File: src/rtl/lsu_align_seq_pkg.sv
// lsu_align_seq_pkg: data_mem op codes, sequencer states and per-op access size helpers
package lsu_align_seq_pkg;
  localparam logic [2:0] MEM_LB  = 3'd0;
  localparam logic [2:0] MEM_LH  = 3'd1;
  localparam logic [2:0] MEM_LW  = 3'd2;
  localparam logic [2:0] MEM_LBU = 3'd4;
  localparam logic [2:0] MEM_LHU = 3'd5;
  localparam logic [2:0] MEM_SB  = 3'd0;
  localparam logic [2:0] MEM_SH  = 3'd1;
  localparam logic [2:0] MEM_SW  = 3'd2;
  typedef enum logic [2:0] {IDLE, LOAD_LO, LOAD_HI, STORE_B, RESP} lsu_state_e;
  function automatic logic [2:0] op_size(input logic [2:0] op);
    return op[1:0] == 2'd0 ? 3'd1 : op[1:0] == 2'd1 ? 3'd2 : 3'd4;
  endfunction
  function automatic logic op_known(input logic we, input logic [2:0] op);
    return we ? op < 3'd3 : (op != 3'd3 && op < 3'd6);
  endfunction
endpackage

File: src/rtl/lsu_align_seq_if.sv
// lsu_align_seq_if: pipeline request/response and data_mem port bundle
interface lsu_align_seq_if #(
  parameter int ADDR_WIDTH = 32,
  parameter int DATA_WIDTH = 32
);
  logic                  req_valid;
  logic                  req_ready;
  logic                  req_we;
  logic [2:0]            req_mem_op;
  logic [ADDR_WIDTH-1:0] req_addr;
  logic [DATA_WIDTH-1:0] req_wdata;
  logic                  rsp_valid;
  logic [DATA_WIDTH-1:0] rsp_rdata;
  logic                  mem_wr_en;
  logic [2:0]            mem_op;
  logic [ADDR_WIDTH-1:0] mem_addr;
  logic [DATA_WIDTH-1:0] mem_wdata;
  logic [DATA_WIDTH-1:0] mem_rdata;
  modport master (
    output req_valid, req_we, req_mem_op, req_addr, req_wdata, mem_rdata,
    input  req_ready, rsp_valid, rsp_rdata, mem_wr_en, mem_op, mem_addr, mem_wdata
  );
  modport slave (
    input  req_valid, req_we, req_mem_op, req_addr, req_wdata, mem_rdata,
    output req_ready, rsp_valid, rsp_rdata, mem_wr_en, mem_op, mem_addr, mem_wdata
  );
endinterface

File: src/rtl/lsu_align_seq_load_extract.sv
// lsu_align_seq_load_extract: picks the addressed bytes out of {hi,lo} and extends them
module lsu_align_seq_load_extract
  import lsu_align_seq_pkg::*;
#(
  parameter int DATA_WIDTH = 32
) (
  input  logic [DATA_WIDTH-1:0] hi,
  input  logic [DATA_WIDTH-1:0] lo,
  input  logic [1:0]            off,
  input  logic [2:0]            op,
  output logic [DATA_WIDTH-1:0] data
);
  logic [DATA_WIDTH-1:0] w;
  always_comb begin
    w = DATA_WIDTH'({hi, lo} >> {off, 3'b000});
    data = op == MEM_LB  ? {{(DATA_WIDTH-8){w[7]}}, w[7:0]} :
           op == MEM_LBU ? DATA_WIDTH'(w[7:0]) :
           op == MEM_LH  ? {{(DATA_WIDTH-16){w[15]}}, w[15:0]} :
           op == MEM_LHU ? DATA_WIDTH'(w[15:0]) :
           op == MEM_LW  ? w : '0;
  end
endmodule

File: src/rtl/lsu_align_seq.sv
// lsu_align_seq: turns misaligned loads/stores into aligned data_mem beats
module lsu_align_seq
  import lsu_align_seq_pkg::*;
#(
  parameter int ADDR_WIDTH = 32,
  parameter int DATA_WIDTH = 32
) (
  input logic            clk,
  input logic            rst_n,
  lsu_align_seq_if.slave bus
);
  lsu_state_e            state;
  logic                  req_ready, rsp_valid, mem_wr_en;
  logic [DATA_WIDTH-1:0] rsp_rdata, mem_wdata, wdata_q, lo_q, ext, ex_hi, ex_lo;
  logic [ADDR_WIDTH-1:0] mem_addr, lo_addr;
  logic [2:0]            mem_op, op_q, sz;
  logic [1:0]            off, off_q, beat_q, last_q, nxt;
  logic [3:0]            end_b;
  logic                  known, store, aligned, known_q, split_q, span_q;
  always_comb begin
    off = bus.req_addr[1:0];
    sz = op_size(bus.req_mem_op);
    known = op_known(bus.req_we, bus.req_mem_op);
    store = bus.req_we && known;
    aligned = !known || sz == 3'd1 || (sz == 3'd2 && !off[0]) || off == 2'd0;
    end_b = {2'b00, off} + {1'b0, sz};
    lo_addr = {bus.req_addr[ADDR_WIDTH-1:2], 2'b00};
    nxt = beat_q + 2'd1;
    ex_hi = state == LOAD_HI ? bus.mem_rdata : '0;
    ex_lo = state == LOAD_HI ? lo_q : bus.mem_rdata;
  end
  lsu_align_seq_load_extract #(.DATA_WIDTH(DATA_WIDTH)) u_extract (
    .hi(ex_hi),
    .lo(ex_lo),
    .off(off_q),
    .op(op_q),
    .data(ext)
  );
  always_ff @(posedge clk) begin
    if (!rst_n) begin
      state <= IDLE;
      req_ready <= 1'b1;
      rsp_valid <= 1'b0;
      rsp_rdata <= '0;
      mem_wr_en <= 1'b0;
      mem_op <= 3'd0;
      mem_addr <= '0;
      mem_wdata <= '0;
      wdata_q <= '0;
      lo_q <= '0;
      op_q <= 3'd0;
      off_q <= 2'd0;
      beat_q <= 2'd0;
      last_q <= 2'd0;
      known_q <= 1'b0;
      split_q <= 1'b0;
      span_q <= 1'b0;
    end else begin
      rsp_valid <= 1'b0;
      case (state)
        IDLE: if (bus.req_valid && req_ready) begin
          op_q <= bus.req_mem_op;
          off_q <= off;
          wdata_q <= bus.req_wdata;
          beat_q <= 2'd0;
          last_q <= aligned ? 2'd0 : sz == 3'd2 ? 2'd1 : 2'd3;
          known_q <= known;
          split_q <= !aligned;
          span_q <= end_b > 4'd4;
          req_ready <= 1'b0;
          mem_wr_en <= store;
          mem_op <= aligned ? bus.req_mem_op : store ? MEM_SB : MEM_LW;
          mem_addr <= aligned || store ? bus.req_addr : lo_addr;
          mem_wdata <= store && !aligned ? DATA_WIDTH'(bus.req_wdata[7:0]) : bus.req_wdata;
          state <= store ? STORE_B : LOAD_LO;
        end
        LOAD_LO: begin
          lo_q <= bus.mem_rdata;
          if (split_q && span_q) begin
            state <= LOAD_HI;
            mem_addr <= mem_addr + ADDR_WIDTH'(4);
          end else begin
            state <= RESP;
            rsp_valid <= 1'b1;
            rsp_rdata <= !known_q ? '0 : split_q ? ext : bus.mem_rdata;
            mem_op <= MEM_LW;
          end
        end
        LOAD_HI: begin
          state <= RESP;
          rsp_valid <= 1'b1;
          rsp_rdata <= ext;
          mem_op <= MEM_LW;
        end
        STORE_B: begin
          if (beat_q == last_q) begin
            state <= RESP;
            rsp_valid <= 1'b1;
            rsp_rdata <= '0;
            mem_wr_en <= 1'b0;
            mem_op <= MEM_LW;
          end else begin
            beat_q <= nxt;
            mem_addr <= mem_addr + ADDR_WIDTH'(1);
            mem_wdata <= DATA_WIDTH'(wdata_q[{nxt, 3'b000} +: 8]);
          end
        end
        default: begin
          state <= IDLE;
          req_ready <= 1'b1;
        end
      endcase
    end
  end
  assign bus.req_ready = req_ready;
  assign bus.rsp_valid = rsp_valid;
  assign bus.rsp_rdata = rsp_rdata;
  assign bus.mem_wr_en = mem_wr_en;
  assign bus.mem_op = mem_op;
  assign bus.mem_addr = mem_addr;
  assign bus.mem_wdata = mem_wdata;
endmodule

File: src/flat_wrapper.sv
// flat-port wrapper written by rule: the top's interface ports become plain ports
module lsu_align_seq_flat import lsu_align_seq_pkg::*;
#(
  parameter int ADDR_WIDTH = 32,
  parameter int DATA_WIDTH = 32
)
  (clk, rst_n, bus_req_valid, bus_req_we, bus_req_mem_op, bus_req_addr, bus_req_wdata, bus_mem_rdata, bus_req_ready, bus_rsp_valid, bus_rsp_rdata, bus_mem_wr_en, bus_mem_op, bus_mem_addr, bus_mem_wdata);
  lsu_align_seq_if #(.ADDR_WIDTH(ADDR_WIDTH), .DATA_WIDTH(DATA_WIDTH)) bus_i ();
  input logic clk;
  input logic rst_n;
  input wire logic [$bits(bus_i.req_valid)-1:0] bus_req_valid;
  input wire logic [$bits(bus_i.req_we)-1:0] bus_req_we;
  input wire logic [$bits(bus_i.req_mem_op)-1:0] bus_req_mem_op;
  input wire logic [$bits(bus_i.req_addr)-1:0] bus_req_addr;
  input wire logic [$bits(bus_i.req_wdata)-1:0] bus_req_wdata;
  input wire logic [$bits(bus_i.mem_rdata)-1:0] bus_mem_rdata;
  output wire logic [$bits(bus_i.req_ready)-1:0] bus_req_ready;
  output wire logic [$bits(bus_i.rsp_valid)-1:0] bus_rsp_valid;
  output wire logic [$bits(bus_i.rsp_rdata)-1:0] bus_rsp_rdata;
  output wire logic [$bits(bus_i.mem_wr_en)-1:0] bus_mem_wr_en;
  output wire logic [$bits(bus_i.mem_op)-1:0] bus_mem_op;
  output wire logic [$bits(bus_i.mem_addr)-1:0] bus_mem_addr;
  output wire logic [$bits(bus_i.mem_wdata)-1:0] bus_mem_wdata;
  assign bus_i.req_valid = bus_req_valid;
  assign bus_i.req_we = bus_req_we;
  assign bus_i.req_mem_op = bus_req_mem_op;
  assign bus_i.req_addr = bus_req_addr;
  assign bus_i.req_wdata = bus_req_wdata;
  assign bus_i.mem_rdata = bus_mem_rdata;
  assign bus_req_ready = bus_i.req_ready;
  assign bus_rsp_valid = bus_i.rsp_valid;
  assign bus_rsp_rdata = bus_i.rsp_rdata;
  assign bus_mem_wr_en = bus_i.mem_wr_en;
  assign bus_mem_op = bus_i.mem_op;
  assign bus_mem_addr = bus_i.mem_addr;
  assign bus_mem_wdata = bus_i.mem_wdata;
  lsu_align_seq #(.ADDR_WIDTH(ADDR_WIDTH), .DATA_WIDTH(DATA_WIDTH)) u_core (.clk(clk), .rst_n(rst_n), .bus(bus_i));
endmodule
File: config.mk
export PLATFORM = sky130hd
export DESIGN_NAME = lsu_align_seq_flat
export DESIGN_NICKNAME = d
export VERILOG_FILES = /design/src/rtl/lsu_align_seq_pkg.sv /design/src/rtl/lsu_align_seq_if.sv /design/src/rtl/lsu_align_seq_load_extract.sv /design/src/rtl/lsu_align_seq.sv /design/src/flat_wrapper.sv
export SDC_FILE = /design/constraint.sdc
export NUM_CORES = 1
export LEC_CHECK = 0
export ABC_AREA = 0
export CAP_MARGIN = 10
export CORE_UTILIZATION = 55
export DETAILED_ROUTE_END_ITERATION = 6
export DONT_BUFFER_PORTS = 1
export HOLD_SLACK_MARGIN = 0.06
export PLACE_DENSITY = 0.79
export SETUP_SLACK_MARGIN = 0.3
export SKIP_CTS_REPAIR_TIMING = 1
export SLEW_MARGIN = 20
export SYNTH_ARGS = -nofsm -noshare
export SYNTH_HDL_FRONTEND = slang
export SYNTH_SLANG_ARGS = --single-unit
File: constraint.sdc
create_clock -name clk -period 3.4 [get_ports clk]
set_input_delay 0.68 -clock clk [delete_from_list [all_inputs] [get_ports clk]]
set_output_delay 0.68 -clock clk [all_outputs]
set_load 0.02 [all_outputs]
==> flow_metrics.tcl <==
# implementation run metrics
set metrics [dict create \
    hold_class "input port to flop" \
    cts_buffer_depth 2 \
    drc 3 \
    tns_ps 0 \
    critical_path.top_delay_family "AND-OR/OR-AND gates" \
    clkSlewWorstSetupHoldPaths_ps 80 \
    period_minus_slack_ps 2790 \
    status "finished, violations left" \
    synth.distinct_cells 67 \
    drv_cap 0 \
    die_area_sq_mm 0.0185 \
    yosysTopAreaCell "dfxtp_1" \
    topCellsByArea "dfxtp_1, mux4_2, nand2_1, a21oi_1, nor2_1" \
    finalCritPeriodShare_pct 82.1 \
    lay_top_cells "nand2_1, dfxtp_1, nor2_1, a21oi_1, a22oi_1" \
    port_buffers 0 \
    edf_count 0 \
    cp-start-kind "flop" \
    grt_pass1_wl_microns 45700 \
    cp_num_buf_inv 0 \
    diodes 0 \
    fp.dieW_microns 136 \
    drive_gt1_share_pct 11.8 \
    routabilityCongestion 1.04 \
    io_pins 205 \
    fin_nets 1235 \
    hold_viol 0 \
    max_freq_ghz 0.358 \
    h-tree-depth 4 \
    fin_skew_ps 15.2 \
    dpl_worst_slack_ps 645 \
    yosys-stat-area_sq_mm 0.00986 \
    tool_warnings 26 \
    place_area_sq_mm 0.00995 \
    violations "DRC" \
    ys_seq_share_pct 36.5 \
    syn_inst 1192 \
    leakagePower_uw 0.00363 \
    synth_area_sq_mm 0.00986 \
    worst_setup_path_end_kind "flop" \
    ys.flops 180 \
    required_ps 3720 \
    setup_viol 0 \
    yosysTopAreaCellShare_pct 36.5 \
    drtPass1Iterations 7 \
    wl_per_cell_microns 21.1 \
    criticalPathCategory "flop to flop" \
]
==> state kept, by name, indices dropped and copies added (netlist names), 2 cells and up <==
signal	cells
u_core.bus.mem_wdata	32
u_core.state	3
u_core.bus.rsp_rdata	32
u_core.bus.mem_addr	32
u_core.last_q	2
u_core.beat_q	2
u_core.lo_q	32
u_core.op_q	3
u_core.bus.mem_op	3
u_core.off_q	2
u_core.wdata_q	32
==> cell families after synthesis <==
family	after synthesis	synth area share, %
xor gates and xnor gates	3	0.267
muxes	68	11.6
AOI/OAI and AO/OA	390	27.5
and+or+nand+nor	424	18.3
adders and majority gates	5	0.711
DFF	180	36.5
buffers and inverters	122	5.06
==> layer usage <==
layer  share of wire (%)  GRT usage (%)  up-vias
li1                    -              -     4301
met1                  40           42.7     4466
met2                  43           45.3      609
met3                  14           11.6       70
met4                 2.5           11.4        0
met5                   0              0        -
==> metrics by stage <==
stage                     hold WS, ps  cells  utilization, %
after detailed placement          447   1333            57.1
after floorplan                   433   1192               -
final                             364   1365            60.7
after global routing              354   1365            60.7
after global placement            440   1333            57.1
after CTS                         353   1365            60.7
==> power by group <==
part | total [uW] | internal (uW) | switching [uW] | leakage, uW
Clock | 2020 | 1010 | 1010 | 0.000297
Combinational | 989 | 389 | 600 | 0.00186
Sequential | 2590 | 2270 | 319 | 0.00147
Total | 5600 | 3670 | 1930 | 0.00363
==> cell usage after synthesis, types with 6 or more instances <==
| master | count |
|---|---|
| a22oi_1 | 42 |
| nand2_1 | 201 |
| o221a_2 | 6 |
| and4_1 | 7 |
| dfxtp_1 | 180 |
| o21a_1 | 7 |
| inv_1 | 12 |
| a311oi_1 | 18 |
| a211oi_1 | 40 |
| a2111oi_2 | 11 |
| o31ai_1 | 13 |
| nor2_1 | 130 |
| and3_1 | 11 |
| buf_1 | 6 |
| o21ai_1 | 9 |
| o211ai_1 | 13 |
| o21ai_0 | 40 |
| clkbuf_1 | 84 |
| a221oi_1 | 10 |
| mux2i_1 | 30 |
| a21oi_1 | 118 |
| a21o_1 | 7 |
| nor3_1 | 16 |
| buf_2 | 15 |
| nand3_1 | 29 |
| nand2b_1 | 8 |
| mux4_2 | 37 |
| a31oi_1 | 14 |
| a222oi_1 | 7 |
==> worst paths after layout <==
check | start | endpoint | slack (ps) | cells past startpoint
worst min-delay path | bus_req_wdata[13] | u_core.wdata_q[13] | 360 | 2
worst min register to register | u_core.wdata_q[16] | u_core.wdata_q[16] | 460 | 2
worst max register to register | u_core.state[2] | u_core.bus.rsp_rdata[25] | 610 | 6
worst max-delay path | u_core.state[2] | u_core.bus.rsp_rdata[25] | 610 | 6
==> layout make-up <==
type,count,area [sq um]
fillers,1494,6850
multi-input cells,890,5800
flip-flops and latches,180,3600
clock buffers,17,425
well taps,225,282
repair buffers,25,213
clock inverters,15,195
inverters,13,51.3
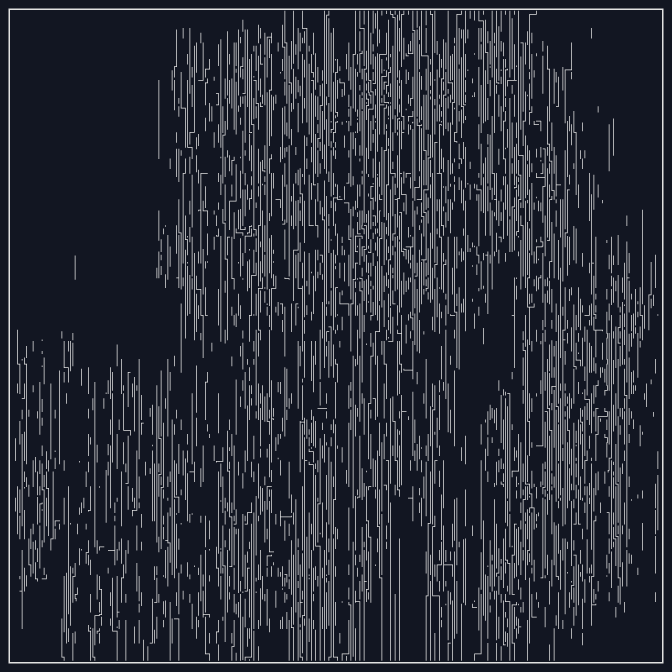
Figure 1: signal wires on met2.
The layer carries 12300 microns of wire. The wires run mostly vertical. 988 nets have wire on it. The layer holds 43% of the routed length. The longest straight run is 41.0 microns.

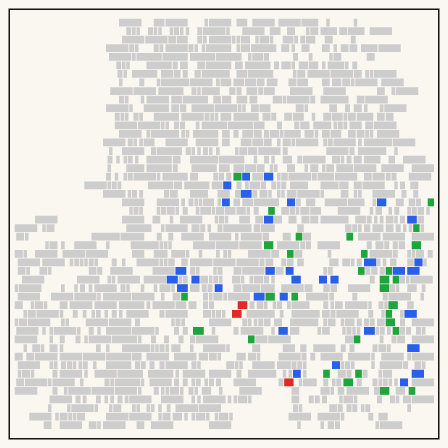
Figure 2: selected gate families.
non-inverting ao/oa cells: marked blue, cells 33. and/or cells: marked green, cells 30. xor and xnor cells: marked red, cells 3.
non-filler instance count after layout: 1365
Comb area share: 54.8%
dominant logic cell type in the layout: nand2_1

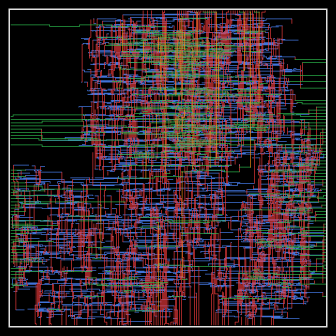
Figure 3: wiring by layer.
metal 4: marked orange, wire length 715 microns. metal 1: marked blue, wire length 11600 microns. metal 2: marked red, wire length 12300 microns. metal 3: marked green, wire length 4140 microns.

Power and IR drop assume default switching activity.
